Fig. 1: run 1, clock network drawn from the DEF
The bar under the picture is 20 um long.
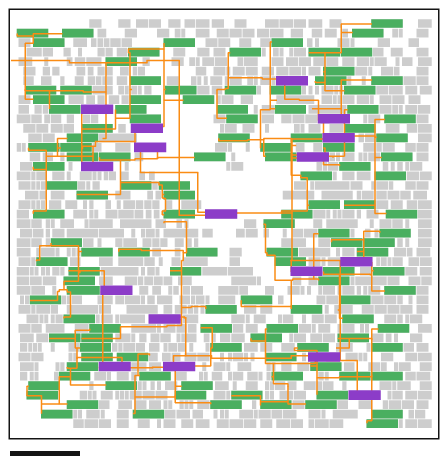
Fig. 2: run 1, where the registers sit
Other sequential cells in the stronger grey, the rest of the logic in the fainter grey.
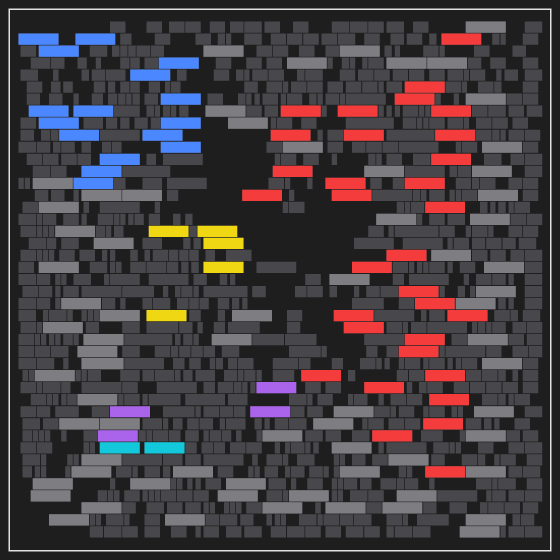
Fig. 3: run 1, selected gate families
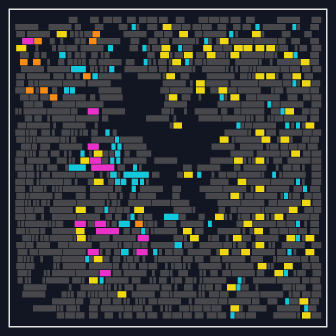
==> src/rtl/alu_op_sequencer.sv <==
// Command-side sequencer for a 32-bit combinational ALU: accepts a command, holds the ALU
// inputs for ALU_LAT cycles, captures result/flags and returns them. SHLN is built from repeated SHL1 passes.
module alu_op_sequencer #(
    parameter int ALU_LAT = 1,
    parameter int CNT_W   = 16
) (
    input  logic             clk,
    input  logic             rst_n,
    input  logic             cmd_valid,
    output logic             cmd_ready,
    input  logic [3:0]       cmd_op,
    input  logic [31:0]      cmd_a,
    input  logic [31:0]      cmd_b,
    output logic [31:0]      aluOperandA,
    output logic [31:0]      aluOperandB,
    output logic [3:0]       aluOpsel,
    input  logic [31:0]      aluResult,
    input  logic             aluOverflow,
    input  logic             aluEqual,
    input  logic [1:0]       aluCarry,
    output logic             rsp_valid,
    input  logic             rsp_ready,
    output logic [31:0]      rsp_result,
    output logic             rsp_overflow,
    output logic             rsp_equal,
    output logic [1:0]       rsp_carry,
    output logic             rsp_err,
    output logic             busy,
    output logic [CNT_W-1:0] op_count
);

    localparam int LAT_W = (ALU_LAT > 1) ? $clog2(ALU_LAT) : 1;
    localparam logic [LAT_W-1:0] LAT_LAST = LAT_W'(ALU_LAT - 1);

    localparam logic [3:0] OP_NOP  = 4'b0000;
    localparam logic [3:0] OP_ADD  = 4'b0001;
    localparam logic [3:0] OP_SUB  = 4'b0010;
    localparam logic [3:0] OP_AND  = 4'b0101;
    localparam logic [3:0] OP_OR   = 4'b0110;
    localparam logic [3:0] OP_NOT  = 4'b0111;
    localparam logic [3:0] OP_XOR  = 4'b1000;
    localparam logic [3:0] OP_SHL1 = 4'b1001;
    localparam logic [3:0] OP_MOV  = 4'b1011;
    localparam logic [3:0] OP_SHLN = 4'b1100;

    typedef enum logic [1:0] {
        IDLE  = 2'd0,
        ISSUE = 2'd1,
        LOOP  = 2'd2,
        RESP  = 2'd3
    } state_e;

    state_e             state_q, state_d;
    logic [3:0]         op_q, op_d;
    logic [31:0]        opA_q, opA_d;
    logic [31:0]        opB_q, opB_d;
    logic [4:0]         shCnt_q, shCnt_d;
    logic [LAT_W-1:0]   latCnt_q, latCnt_d;
    logic [31:0]        rspResult_q, rspResult_d;
    logic               rspOverflow_q, rspOverflow_d;
    logic               rspEqual_q, rspEqual_d;
    logic [1:0]         rspCarry_q, rspCarry_d;
    logic               rspErr_q, rspErr_d;
    logic [CNT_W-1:0]   opCount_q, opCount_d;
    logic               latLast;

    function automatic logic isAluOp(input logic [3:0] op);
        case (op)
            OP_ADD, OP_SUB, OP_AND, OP_OR, OP_NOT, OP_XOR, OP_SHL1, OP_MOV: isAluOp = 1'b1;
            default: isAluOp = 1'b0;
        endcase
    endfunction

    assign latLast = (latCnt_q == LAT_LAST);

    always_comb begin
        state_d       = state_q;
        op_d          = op_q;
        opA_d         = opA_q;
        opB_d         = opB_q;
        shCnt_d       = shCnt_q;
        latCnt_d      = latCnt_q;
        rspResult_d   = rspResult_q;
        rspOverflow_d = rspOverflow_q;
        rspEqual_d    = rspEqual_q;
        rspCarry_d    = rspCarry_q;
        rspErr_d      = rspErr_q;
        opCount_d     = opCount_q;

        case (state_q)
            IDLE: begin
                latCnt_d = '0;
                if (cmd_valid && cmd_ready) begin
                    op_d  = cmd_op;
                    opA_d = cmd_a;
                    opB_d = cmd_b;
                    if (isAluOp(cmd_op)) begin
                        state_d = ISSUE;
                    end else if (cmd_op == OP_SHLN) begin
                        shCnt_d = cmd_b[4:0];
                        state_d = LOOP;
                    end else begin
                        rspResult_d   = '0;
                        rspOverflow_d = 1'b0;
                        rspEqual_d    = 1'b0;
                        rspCarry_d    = 2'b00;
                        rspErr_d      = (cmd_op != OP_NOP);
                        state_d       = RESP;
                    end
                end
            end

            ISSUE: begin
                if (latLast) begin
                    rspResult_d   = aluResult;
                    rspOverflow_d = aluOverflow;
                    rspEqual_d    = aluEqual;
                    rspCarry_d    = aluCarry;
                    rspErr_d      = 1'b0;
                    latCnt_d      = '0;
                    state_d       = RESP;
                end else begin
                    latCnt_d = latCnt_q + LAT_W'(1);
                end
            end

            // A zero count gets one MOV pass so the response still carries operand A.
            LOOP: begin
                if (latLast) begin
                    rspResult_d   = aluResult;
                    rspOverflow_d = 1'b0;
                    rspEqual_d    = 1'b0;
                    rspCarry_d    = 2'b00;
                    rspErr_d      = 1'b0;
                    latCnt_d      = '0;
                    if (shCnt_q != 5'd0) begin
                        opA_d   = aluResult;
                        shCnt_d = shCnt_q - 5'd1;
                    end
                    if (shCnt_q <= 5'd1) begin
                        state_d = RESP;
                    end
                end else begin
                    latCnt_d = latCnt_q + LAT_W'(1);
                end
            end

            RESP: begin
                if (rsp_ready) begin
                    if (opCount_q != {CNT_W{1'b1}}) begin
                        opCount_d = opCount_q + CNT_W'(1);
                    end
                    state_d = IDLE;
                end
            end

            default: state_d = IDLE;
        endcase
    end

    always_ff @(posedge clk or negedge rst_n) begin
        if (!rst_n) begin
            state_q       <= IDLE;
            op_q          <= OP_NOP;
            opA_q         <= '0;
            opB_q         <= '0;
            shCnt_q       <= '0;
            latCnt_q      <= '0;
            rspResult_q   <= '0;
            rspOverflow_q <= 1'b0;
            rspEqual_q    <= 1'b0;
            rspCarry_q    <= 2'b00;
            rspErr_q      <= 1'b0;
            opCount_q     <= '0;
        end else begin
            state_q       <= state_d;
            op_q          <= op_d;
            opA_q         <= opA_d;
            opB_q         <= opB_d;
            shCnt_q       <= shCnt_d;
            latCnt_q      <= latCnt_d;
            rspResult_q   <= rspResult_d;
            rspOverflow_q <= rspOverflow_d;
            rspEqual_q    <= rspEqual_d;
            rspCarry_q    <= rspCarry_d;
            rspErr_q      <= rspErr_d;
            opCount_q     <= opCount_d;
        end
    end

    // The ALU sees a quiet NOP with zero operands outside of the issue/loop states.
    always_comb begin
        aluOperandA = '0;
        aluOperandB = '0;
        aluOpsel    = OP_NOP;
        case (state_q)
            ISSUE: begin
                aluOperandA = opA_q;
                aluOperandB = opB_q;
                aluOpsel    = op_q;
            end
            LOOP: begin
                aluOperandA = opA_q;
                aluOperandB = opB_q;
                aluOpsel    = (shCnt_q == 5'd0) ? OP_MOV : OP_SHL1;
            end
            default: ;
        endcase
    end

    // cmd_ready is gated by rst_n so every output reads zero while reset is held.
    assign cmd_ready    = rst_n && (state_q == IDLE);
    assign busy         = (state_q != IDLE);
    assign rsp_valid    = (state_q == RESP);
    assign rsp_result   = rspResult_q;
    assign rsp_overflow = rspOverflow_q;
    assign rsp_equal    = rspEqual_q;
    assign rsp_carry    = rspCarry_q;
    assign rsp_err      = rspErr_q;
    assign op_count     = opCount_q;

endmodule

==> config.mk <==
export PLATFORM = sky130hd
export DESIGN_NAME = alu_op_sequencer
export DESIGN_NICKNAME = d
export VERILOG_FILES = /design/src/rtl/alu_op_sequencer.sv
export SDC_FILE = /design/constraint.sdc
export NUM_CORES = 1
export LEC_CHECK = 0
export ABC_CLOCK_PERIOD_IN_PS = 2200
export CORE_MARGIN = 1.5
export CORE_UTILIZATION = 45
export DETAILED_ROUTE_END_ITERATION = 8
export PLACE_DENSITY = 0.81
export SLEW_MARGIN = 20
export SYNTH_ARGS = -nofsm -noshare
export SYNTH_HDL_FRONTEND = slang
export SYNTH_SLANG_ARGS = --single-unit
==> constraint.sdc <==
create_clock -name clk -period 2.2 [get_ports clk]
set_input_delay 0.44 -clock clk [delete_from_list [all_inputs] [get_ports clk]]
set_output_delay 0.44 -clock clk [all_outputs]
set_load 0.03 [all_outputs]
==> results_dict.tcl, run 1 <==
# place-and-route summary
set metrics [dict create \
    grtUsageTotal 0.2422 \
    fin_crit_ps 2222 \
    crit_buf_inv 2 \
    violations "setup timing" \
    overflow 0 \
    holdWs_ps 108.7 \
    clock_sinks 128 \
    timing.slew.headroom 0.5038 \
    worstMarginPinSlew_ps 744.3 \
    path_class "reg2out" \
    p_total_mw 19.03 \
    place_hpwl_um 11750 \
    h-tree-depth 4 \
    fa_ha_area_frac 0.02349 \
    ant_nets 0 \
    r2r_end "rsp_result[29]" \
    route.vias.total 5678 \
    drv_cap 0 \
    wl_per_cell_um 17.18 \
    aoi_share 0.06656 \
    synth_nets 795 \
    path_max_fanout 4 \
    crit_chain "inv_1 -> ha_1 -> and2_4 -> nand2_1 -> a21boi_4 -> buf_6" \
    clkTransAtPathRegs_ps 60 \
    synthXorXnorAreaFrac 0.01370 \
    die_w_um 122.2 \
    avgSynthCellArea_um2 9.468 \
    mux_area_frac 0.1200 \
    reg2reg_depth 9 \
    clockRootBuffer "clkbuf_16" \
    reg2reg_from "state_q[0]" \
    outcome "finished, violations left" \
    setup_slack_ps -21.58 \
    ys_warn_count 0 \
    rrSetupSlack_ps 130 \
    hp-class "in2async" \
    final_max_slew_viol_count 0 \
    ys.flops 128 \
    fmax_ghz 0.4501 \
    p_per_area_mw_per_mm2 1853 \
    synthTopLogicFamily "simple AND/OR/NAND/NOR gates" \
    antenna_found_initial 0 \
    netlist_area_mm2 0.006391 \
    floorplanUtilization 0.4604 \
    drt_iter0_drc 286 \
    area_delta_synth_final_pct 60.63 \
    wl_um 19310 \
    gr-usage-met3 0.06039 \
    crit_path_end "aluOpsel[1]" \
    die_area_mm2 0.01493 \
    core_area_mm2 0.01388 \
    grt_pass1_wl_um 27810 \
    num_antenna_cells 0 \
    peakVddDrop_mv 1.090 \
    grt_max_degree 129 \
    tns_ps -21.58 \
    ys_seq_share 0.5012 \
    warnings 38 \
    ys_types 42 \
    gp_congestion 0.7985 \
    tritoncts "yes" \
    die_h_um 122.2 \
    rsz0062_at_grt "yes" \
    cp-start-kind "register" \
    nNetsFinal 1051 \
    cp.arrival_ps 1780 \
    fill_cells 983 \
    io_buffers 231 \
    critPathRequiredTime_ps 1760 \
    crit_path_max_incr_delay_ps 400 \
    setup_violations 1 \
    drc 0 \
    cts_made_buffers 17 \
    cp-startpoint "shCnt_q[1]" \
    ioPinCount 232 \
    finalClockPeriodUsage 1.010 \
    fin_worst_skew_ps 9.076 \
    end_kind "output pin" \
]
-- Fig. 1 (at the start) --
clock-net drivers -> purple  # count 17
flip-flops -> green  # count 128
clock wires -> orange  # length 1730 um
routed clock nets = 18
P_clk: 2.99 mW
Late-Pin Clk Latency: 420 ps
Clock Power Share: 0.157

-- Fig. 2 (at the start) --
op_q -> purple  # placed flops 4
rsp_carry -> cyan  # placed flops 2
shCnt_q -> yellow  # placed flops 5, where centre
op_count -> blue  # placed flops 16, where north-west
rsp_result -> red  # placed flops 32
not coloured = 69
flop share of the area: 0.3121
fin util: 0.7396

-- Fig. 3 (at the start) --
xor and xnor cells -> orange  # cells 10, where north-west
mux cells -> yellow  # cells 76, where spread over the die
fa/ha/maj cells -> magenta  # cells 12
aoi and oai cells -> cyan  # cells 66, where spread over the die

-- run 1: per-stage QoR --
stage                     area (um^2)  cells  setup WS, ps
final                           10270   1124        -21.58
after global routing            10270   1124        -102.8
after CTS                        9661   1110        -39.77
after detailed placement         8845   1073        -170.7
after global placement           8845   1073        -99.20
after floorplan                  6391    675         130.2
-- run 1: layer usage --
layer | up-vias | wire [um]
li1 | 2711 | -
met1 | 2737 | 8081
met2 | 206 | 9540
met3 | 24 | 1395
met4 | 0 | 295
met5 | - | 0
-- run 1: kinds of logic after synthesis --
group,count (synthesis)
xor+xnor,10
mux,76
compound gates,71
fa+ha+maj,12
flops,128
simple gates,295
buf+inv,83
-- run 1: state kept, by name, summed over array words and instances (netlist names) --
signal	cells
op_q	4
rsp_overflow	1
rsp_equal	1
rsp_result	32
opB_q	32
rsp_carry	2
opA_q	32
state_q	2
shCnt_q	5
op_count	16
rsp_err	1
-- run 1: cell usage in the layout, fill, tap and decap left out, drive strengths merged, types with 2 or more instances in the layout --
cell and n:
nand3 11, bufinv 4, clkinv 3, and3 6, nor3 2, nand2 179
nand4 8, clkdlybuf4s50 159, clkbuf 25, a21oi 7, o21a 2, dfrtp 128
mux2 5, a21boi 2, o21ai 43, inv 48, and4 3, nor4 3
nor2b 7, xor2 3, nor2 6, clkinvlp 6, dlygate4sd2 3, and2 68
ha 12, mux2i 71, a31oi 9, xnor2 7, buf 104
-- run 1: timing repair --
action                                 in CTS  in global routing
buffers inserted                            3                  7
setup endpoints to repair                  70                 64
endpoints found under the hold margin       0                  0
gates cloned                                2                  8
gates resized                              34                115
pin swaps                                   1                  3
-- run 1: cell type report --
type                       count  area, um^2  share of cell area
sequential                   128        3204              0.3121
timing repair buffer         273        2978              0.2901
inverter                      47       178.9             0.01743
multi-input combinational    464        3052              0.2973
clock buffer                  18       439.2             0.04278
clock inverter                14       188.9             0.01840
tap                          180       225.2             0.02194
-- run 1: Yosys cell counts (all sizes together) --
library cell  instances  area share
nand2               179        0.11
dfrtp               128        0.50
mux2i                71        0.11
and2                 68       0.067
inv                  47       0.028
o21ai                43       0.034
clkbuf               23       0.014
buf                  13       0.015
ha                   12       0.023
nand3                11      0.0094
a31oi                 9      0.0098
nand4                 8      0.0088
a21oi                 7      0.0055
nor2b                 7      0.0069
xnor2                 7      0.0096
and3                  6      0.0059
nor2                  6      0.0035
mux2                  5      0.0088
and4                  3      0.0041
nor4                  3      0.0039
xor2                  3      0.0041
a21boi                2      0.0023
nor3                  2      0.0023
o21a                  2      0.0023
a21o                  1      0.0012
a221o                 1      0.0016
a41oi                 1      0.0025
and2b                 1      0.0012
o2111ai               1      0.0014
o211ai                1      0.0012
o2bb2ai               1      0.0023
o311a                 1      0.0016
o31ai                 1      0.0012
or3b                  1      0.0014
-- run 1: worst reg2reg max path: stages (launching register included) --
cell and delay (ps):
dfrtp_2 430, inv_4 90, ha_4 220, buf_12 150, clkbuf_16 160, buf_4 150
nand2_1 60, and3_2 270, buf_12 200, mux2i_1 240
-- run 1: report_power, final --
part           internal, mW  switching [mW]
Clock                  1.92            1.07
Sequential             3.41           0.645
Combinational          5.76            6.22
Fig. 4: run 1, placed cells, one colour a class
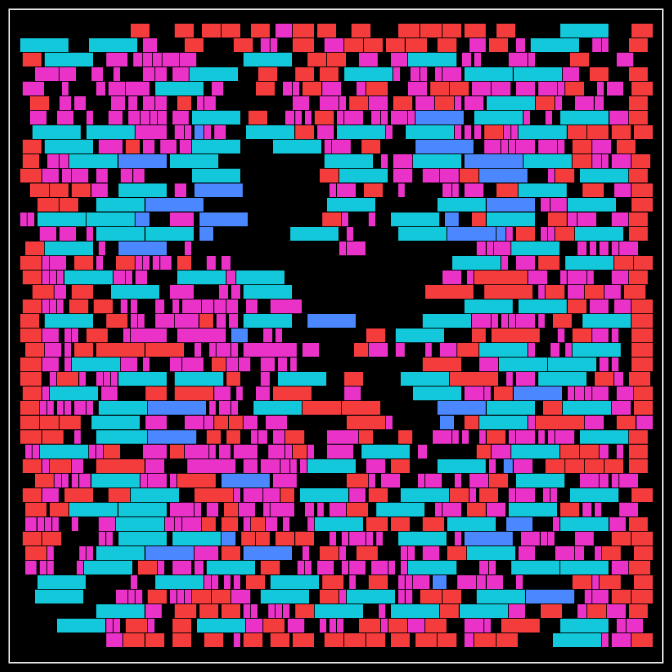

--- run 2 (diff from run 1) ---
--- a/config.mk
+++ b/config.mk
@@ -6,10 +6,12 @@
 export NUM_CORES = 1
 export LEC_CHECK = 0
 export ABC_CLOCK_PERIOD_IN_PS = 2200
+export CELL_PAD_IN_SITES_DETAIL_PLACEMENT = 2
+export CELL_PAD_IN_SITES_GLOBAL_PLACEMENT = 2
 export CORE_MARGIN = 1.5
-export CORE_UTILIZATION = 45
+export CORE_UTILIZATION = 26
 export DETAILED_ROUTE_END_ITERATION = 8
-export PLACE_DENSITY = 0.81
+export PLACE_DENSITY_LB_ADDON = 0.1
 export SLEW_MARGIN = 20
 export SYNTH_ARGS = -nofsm -noshare
 export SYNTH_HDL_FRONTEND = slang
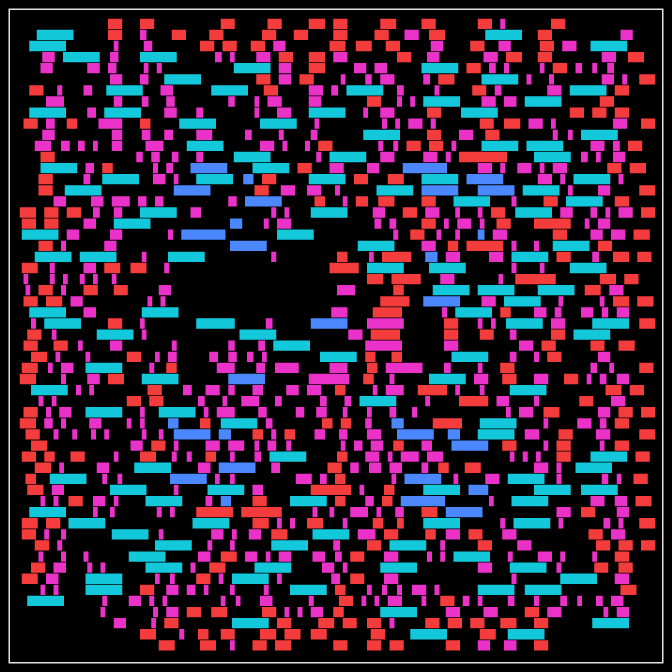
Fig. 5. Placed cells, one colour a class (run 2).
clock drivers and dummy loads -> blue  # cells 30
remaining logic cells -> magenta  # cells 511
registers -> cyan  # cells 128
remaining buffers and delay cells -> red  # cells 276
row count: 57
fin area: 0.01041 mm^2
fin util: 0.4291
flop share of the area: 0.3080

==> results_dict.tcl, run 2 <==
# place-and-route summary
set metrics [dict create \
    fa_ha_area_frac 0.02349 \
    p_total_mw 19.10 \
    ant_nets 0 \
    setup_slack_ps -41.20 \
    tritoncts "yes" \
    wl_met2_um 12290 \
    aoi_share 0.06656 \
    violations "setup timing" \
    ff_type "dfrtp_1" \
    final_cell_count_no_fill 1269 \
    grt_max_degree 129 \
    rsz0062_at_grt "yes" \
    critPathRequiredTime_ps 1760 \
    setup_violations 22 \
    core_area_mm2 0.02425 \
    synth_nets 795 \
    ys_seq_share 0.5012 \
    outcome "finished, violations left" \
    grt_pass1_wl_um 37390 \
    floorplanUtilization 0.2636 \
    netlist_area_mm2 0.006391 \
    peakVddDrop_mv 0.7509 \
    clkTransAtPathRegs_ps 60 \
    place_hpwl_um 15670 \
    antenna_found_initial 0 \
    mux_area_frac 0.1200 \
    comb_area_mm2 0.003055 \
    end_kind "output pin" \
    p_sw_mw 8.136 \
    route.met3.wl_um 1171 \
    rrSetupSlack_ps 80 \
    num_antenna_cells 0 \
    ys.flops 128 \
    swShare 0.4259 \
    finalClockPeriodUsage 1.019 \
    area_delta_synth_final_pct 62.80 \
    met1_length_um 9874 \
    overflow 0 \
    top_cells_by_area "dfrtp_1 50%, mux2i_1 11%, nand2_1 11%" \
    drv_cap 0 \
    yosysTopAreaCellShare 0.5012 \
    io_buffers 231 \
    power_frac_comb 0.632 \
]
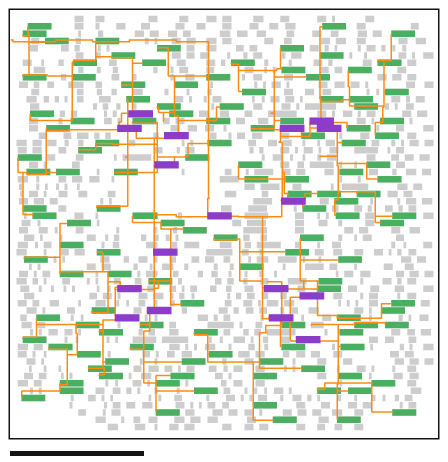
Fig. 6. Clock network drawn from the DEF (run 2).
The bar under the picture is 50 um long.
clock wires -> orange  # length 2120 um
flip-flops -> green  # count 128
clock-net drivers -> purple  # count 17
flops lie = spread over the die
Clock Power Share: 0.154
Late-Pin Clk Latency: 410 ps
P_clk: 2.93 mW
clock skew: 9.828 ps

-- run 2: cell counts after synthesis --
Identical to the previous run, type by type.
-- run 2: final cells by class --
type                       count  share of cell area
clock buffer                  18             0.04221
clock inverter                12             0.01551
inverter                      47             0.01696
multi-input combinational    464              0.2937
sequential                   128              0.3080
tap                          324             0.03896
timing repair buffer         276              0.2848
-- run 2: path summary, 6_finish.rpt --
| path | from | to | depth (start not counted) |
|---|---|---|---|
| setup / recovery | state_q[0] | aluOperandA[27] | 6 |
| hold / removal | rst_n | opA_q[31] | 2 |
| setup reg to reg | state_q[1] | state_q[0] | 7 |
| hold reg to reg | opB_q[19] | opB_q[19] | 2 |
| max in group asynchronous | rst_n | shCnt_q[0] | 2 |
| min in group clk | opB_q[19] | opB_q[19] | 2 |
-- run 2: metrics by stage --
step | hold WS, ps | cell area (um^2) | TNS, ps | setup WS (ps)
after floorplan | 144.4 | 6391 | 0 | 130.2
after global placement | 449.7 | 9045 | -6293 | -190.5
after detailed placement | 460.0 | 9045 | -8964 | -283.4
after CTS | 215.3 | 9911 | -917.1 | -47.96
after global routing | 201.5 | 10410 | -3814 | -134.1
final | 165.2 | 10410 | -370.7 | -41.20
-- run 2: routing by layer --
layer  vias to the layer above  track usage
met5                         -            0
met4                         0      0.05565
met3                        27      0.04571
met2                       154       0.3333
met1                      2895       0.2195
li1                       2721            -
-- run 2: what timing repair did --
action                                  CTS  global route
gates cloned                              5             3
resized                                  17           131
pin swaps                                 2             2
setup buffers                             8             4
endpoints found under the setup margin   69            64
-- run 2: power groups by stage --
stage / Clock [mW] / Combinational (mW) / Sequential, mW
final: 2.93 / 12.1 / 4.11
after detailed placement: 0 / 9.44 / 4.08
after global placement: 0 / 9.17 / 3.99
after CTS: 3.04 / 10.8 / 4.05
after global routing: 3.14 / 12.9 / 4.25
after floorplan: 0 / 5.23 / 4.54
-- run 2: kinds of logic after synthesis --
group           Yosys count
simple gates            295
flops                   128
buf+inv                  83
mux                      76
compound gates           71
fa+ha+maj                12
xor+xnor                 10
-- run 2: worst max-delay path, stage by stage (launching register included) --
cell and delay, ps:
dfrtp_1 380, inv_2 90, ha_4 330, buf_6 150
clkbuf_16 170, and2_4 150, buf_6 120
No activity file was given, so power comes from the tool's default toggle rates.
